Met2 routing:
Scale: 4 px per µm.
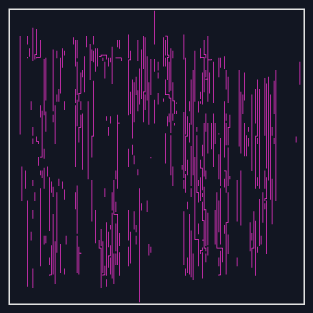
Supply network:
Scale: 4 px per µm. Pins as bars on the die edge.
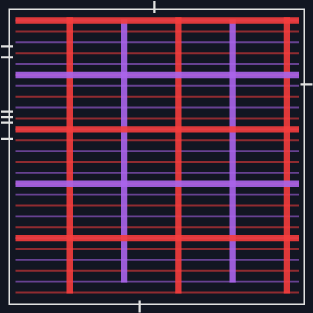
The clock network:
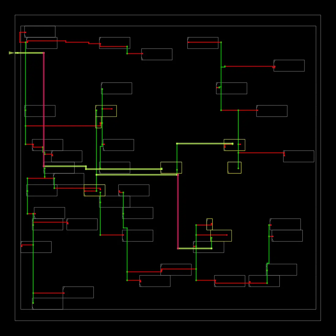
Cell density map:
Scale: 4 px per µm. The die is cut into 7 by 7 equal tiles; black is low, pale yellow is high, 0 to 100% covered.
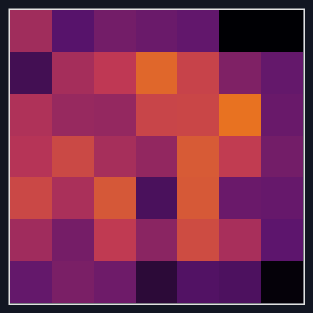
**config.mk**
```make
export PLATFORM = sky130hd
export DESIGN_NAME = ir_packet_decoder
export DESIGN_NICKNAME = d
export VERILOG_FILES = /design/src/rtl/ir_packet_decoder.sv
export SDC_FILE = /design/constraint.sdc
export NUM_CORES = 1
export LEC_CHECK = 0
export CAP_MARGIN = 30
export CELL_PAD_IN_SITES_DETAIL_PLACEMENT = 1
export CELL_PAD_IN_SITES_GLOBAL_PLACEMENT = 2
export CORE_MARGIN = 1
export CORE_UTILIZATION = 39
export DETAILED_ROUTE_END_ITERATION = 16
export DONT_BUFFER_PORTS = 1
export PLACE_DENSITY_LB_ADDON = 0.1
export SYNTH_ARGS = -nofsm -noshare
export SYNTH_HDL_FRONTEND = slang
export SYNTH_SLANG_ARGS = --single-unit
```
**constraint.sdc**
```tcl
create_clock -name CLK -period 2.9 [get_ports CLK]
set_clock_uncertainty 0.15 [all_clocks]
set_input_delay 0.725 -clock CLK [delete_from_list [all_inputs] [get_ports CLK]]
set_output_delay 0.725 -clock CLK [all_outputs]
set_load 0.05 [all_outputs]
```
**src/rtl/ir_packet_decoder.sv**
```systemverilog
// IR link receive decoder: demodulated envelope -> 4-bit drive command {fwd,back,left,right}.
// Optional IR_RX_CARSEL_CHECK_EN: accept only a select burst in SEL_MIN..SEL_MAX (this car's code).
module ir_packet_decoder #(
  parameter int         TICK_DIV  = 2776,
  parameter logic [7:0] START_MIN = 8'd160,
  parameter logic [7:0] START_MAX = 8'd220,
  parameter logic [7:0] SEL_MIN   = 8'd38,
  parameter logic [7:0] SEL_MAX   = 8'd56,
  parameter logic [7:0] ONE_MIN   = 8'd38,
  parameter logic [7:0] ONE_MAX   = 8'd56,
  parameter logic [7:0] ZERO_MIN  = 8'd16,
  parameter logic [7:0] ZERO_MAX  = 8'd30,
  parameter logic [7:0] GAP_MIN   = 8'd15,
  parameter logic [7:0] GAP_MAX   = 8'd35
) (
  input  logic       CLK,
  input  logic       RESET,
  input  logic       IR_IN,
  output logic [3:0] COMMAND,
  output logic       CMD_VALID,
  output logic       PKT_ERROR
);

  localparam int TW = (TICK_DIV > 1) ? $clog2(TICK_DIV) : 1;
  localparam logic [TW-1:0] TICK_LAST = TW'(TICK_DIV - 1);

  typedef enum logic [1:0] {ST_IDLE, ST_SELECT, ST_BITS} state_t;

  logic          ir_meta_q, ir_s_q, ir_prev_q;
  logic [TW-1:0] tick_cnt_q, tick_cnt_d;
  logic [7:0]    len_q, len_d;
  state_t        state_q;
  logic [1:0]    idx_q;
  logic [3:0]    shreg_q;
  logic [3:0]    command_q;
  logic          cmd_valid_q, pkt_error_q;

  logic tick, edge_w, rise_w, fall_w;
  logic start_ok, sel_ok, one_ok, zero_ok, gap_ok, timeout_w;

  assign tick   = (tick_cnt_q == TICK_LAST);
  assign edge_w = ir_s_q ^ ir_prev_q;
  assign rise_w = ir_s_q & ~ir_prev_q;
  assign fall_w = ~ir_s_q & ir_prev_q;

  assign start_ok = (len_q >= START_MIN) && (len_q <= START_MAX);
  assign one_ok   = (len_q >= ONE_MIN)   && (len_q <= ONE_MAX);
  assign zero_ok  = (len_q >= ZERO_MIN)  && (len_q <= ZERO_MAX);
  assign gap_ok   = (len_q >= GAP_MIN)   && (len_q <= GAP_MAX);
`ifdef IR_RX_CARSEL_CHECK_EN
  assign sel_ok   = (len_q >= SEL_MIN) && (len_q <= SEL_MAX);
`else
  assign sel_ok   = (len_q >= ZERO_MIN) && (len_q < START_MIN);
`endif
  // The level in progress has already outlasted anything legal.
  assign timeout_w = ir_s_q ? (len_q > START_MAX) : (len_q > GAP_MAX);

  always_comb begin
    tick_cnt_d = tick ? '0 : tick_cnt_q + TW'(1);
    len_d      = len_q;
    if (edge_w)
      len_d = 8'd0;
    else if (tick && (len_q != 8'hFF))
      len_d = len_q + 8'd1;
  end

  always_ff @(posedge CLK) begin
    if (RESET) begin
      ir_meta_q   <= 1'b0;
      ir_s_q      <= 1'b0;
      ir_prev_q   <= 1'b0;
      tick_cnt_q  <= '0;
      len_q       <= 8'd0;
      state_q     <= ST_IDLE;
      idx_q       <= 2'd0;
      shreg_q     <= 4'd0;
      command_q   <= 4'd0;
      cmd_valid_q <= 1'b0;
      pkt_error_q <= 1'b0;
    end else begin
      ir_meta_q   <= IR_IN;
      ir_s_q      <= ir_meta_q;
      ir_prev_q   <= ir_s_q;
      tick_cnt_q  <= tick_cnt_d;
      len_q       <= len_d;
      cmd_valid_q <= 1'b0;
      pkt_error_q <= 1'b0;
      case (state_q)
        ST_IDLE: begin
          if (fall_w && start_ok) begin
            state_q <= ST_SELECT;
            idx_q   <= 2'd0;
            shreg_q <= 4'd0;
          end
        end
        ST_SELECT: begin
          if ((rise_w && !gap_ok) || (fall_w && !sel_ok) || (!edge_w && timeout_w)) begin
            state_q     <= ST_IDLE;
            idx_q       <= 2'd0;
            shreg_q     <= 4'd0;
            pkt_error_q <= 1'b1;
          end else if (fall_w) begin
            state_q <= ST_BITS;
            idx_q   <= 2'd0;
          end
        end
        ST_BITS: begin
          if ((rise_w && !gap_ok) || (fall_w && !one_ok && !zero_ok) ||
              (!edge_w && timeout_w)) begin
            state_q     <= ST_IDLE;
            idx_q       <= 2'd0;
            shreg_q     <= 4'd0;
            pkt_error_q <= 1'b1;
          end else if (fall_w) begin
            // Bit 3 completes the command immediately; the trailing gap is not awaited.
            if (idx_q == 2'd3) begin
              command_q   <= {one_ok, shreg_q[2:0]};
              cmd_valid_q <= 1'b1;
              state_q     <= ST_IDLE;
              idx_q       <= 2'd0;
              shreg_q     <= 4'd0;
            end else begin
              shreg_q[idx_q] <= one_ok;
              idx_q          <= idx_q + 2'd1;
            end
          end
        end
        default: begin
          state_q <= ST_IDLE;
          idx_q   <= 2'd0;
          shreg_q <= 4'd0;
        end
      endcase
    end
  end

  assign COMMAND   = command_q;
  assign CMD_VALID = cmd_valid_q;
  assign PKT_ERROR = pkt_error_q;

endmodule
```
==> impl_metrics.py <==
# Flow results
metrics = {
    "worst_setup_path": {
        "crit_end": "state_q[1]$_SDFFE_PP0P_",
        "crit_chain": "inv_1 -> ha_1 -> o21ai_0 -> a2111oi_4 -> o21ai_4 -> a32oi_2 -> or4_1 -> a21oi_1",
        "path_buffers": 1,
        "rrSetupSlack_ns": 0.32,
        "r2r-end": "state_q[1]$_SDFFE_PP0P_",
        "reg2reg_depth": 8,
        "path_max_fanout": 6,
        "max_stage_delay_ns": 0.49,
        "startpoint_type": "register",
        "r2r_start": "len_q[0]$_SDFFE_PP0P_",
        "slowest_stage": "or4_1",
    },
    "finish": {
        "fillers": 582,
        "seq_share_pct": 34.24,
        "area_growth_syn_to_layout_pct": 5.986,
        "multi_input_comb_cells": 155,
        "comb_share_pct": 53.98,
        "antenna_cells": 0,
        "final_nets": 235,
        "buf_share_pct": 0,
    },
    "detailed_routing": {
        "drcViolationCount": 0,
        "drt-met1-wl_um": 1984,
        "viasPerCell": 5.220,
        "avgRoutedWirePerCell_um": 14.86,
        "dr.pass1.iters": 4,
        "wl_met2_um": 2057,
        "wl_met3_um": 143,
    },
    "synth": {
        "synthesis.nets": 238,
        "yosys_warnings": 0,
        "mux_share_pct": 2.520,
        "yosys_area_mm2": 0.001986,
        "xor_share_pct": 7.057,
        "netlist.area_leader.share_pct": 36.29,
        "async_flop_share_pct": 0,
        "seq_area_frac_synth_pct": 36.29,
        "area_leaders": "dfxtp_1 36%, ha_1 8.2%, nor2_1 6.4%",
        "ys.flops": 36,
    },
    "clock_tree": {
        "cts_hold_buf": 0,
        "root_buffer": "clkbuf_8",
        "cts-resized-gates": 0,
        "clkTransAtPathRegs_ns": 0.08,
        "htreeDepth": 2,
    },
    "pwr": {
        "leakage_nw": 0.7195,
        "pg_comb_mw": 0.0995,
        "powerClk_mw": 0.356,
        "clock_power_share_pct": 36.9,
        "p_seq_share_pct": 52.8,
        "sw_frac_of_total_pct": 26.21,
        "power_density_mw_per_mm2": 458.2,
    },
    "grt": {
        "met3_usage_pct": 5.624,
        "grt_max_degree": 22,
    },
    "timing": {
        "min_period_ns": 2.580,
        "rsz0062_at_grt": "no",
        "slew_viol_final": 0,
        "max_freq_ghz": 0.3876,
        "setup_viol": 0,
        "tns_ns": 0,
        "final-hold-violation-count": 0,
        "relSlewSlack_pct": 51.91,
        "finalClockPeriodUsage_pct": 88.96,
    },
    "floorplanning": {
        "tap_cells": 67,
        "die_x_um": 73.36,
    },
    "place": {
        "place_inst": 279,
        "dp_slack_ns": 0.3304,
        "placed_area_mm2": 0.002019,
        "dp.final_hpwl_um": 3175,
        "gp_congestion": 0.7775,
    },
    "worst_hold_path": {
        "worstHoldEndpoint": "ir_s_q$_SDFF_PP0_",
        "hp-start": "ir_meta_q$_SDFF_PP0_",
    },
    "flow_run": {
        "log.warning_count": 34,
    },
    "run_status": {
        "outcome": "complete, no violations",
    },
}
Back to the opening pictures, 'met2 routing':
The layer carries 2060 µm of wire. The longest straight run is 32.6 µm.
final wirelength: 4264 µm
via count: 1498
GR Util met2: 29.73%

Back to the opening pictures, 'supply network':
Key: purple = VDD; red = VSS
5 straps on met4. 26 met1 rails follow the rows. 9 signal pins sit on the boundary. The core has 25 rows.

Back to the opening pictures, 'the clock network':
Seq Cell Count: 36
# clk buffers: 7
CTS Buf Count: 5
worst skew pair latency: 0.29 ns

Back to the opening pictures, 'cell density map':
6.1% of the tiles are nearly empty. The mean over all tiles is 38%. The fullest tile reaches 67%. The emptiest ninth of the die: upper right.
Pre-Place Util: 41.22%
final design utilization: 43.69%
core area: 0.004817 mm²

==> per-stage QoR <==
stage	hold slack, ns	total power, mW
detailed placement	0.2778	0.6205
global route	0.3101	1.013
floorplan	0.2632	0.6003
finish	0.2872	0.9643
global placement	0.2761	0.6177
CTS	0.2941	0.9824
==> synthesized netlist by cell type (all sizes together) (3+ instances only) <==
master and count:
dfxtp 36, nor2 34, inv 21, ha 13, nand3 12, xor2 10, a21oi 9, nand2 8
buf 7, o21ai 7, xnor2 6, mux2i 5, nor2b 5, and3 4, clkbuf 3, nand2b 3
nand4 3, nor3b 3, o32ai 3
Power is estimated from default activity; no workload was simulated.
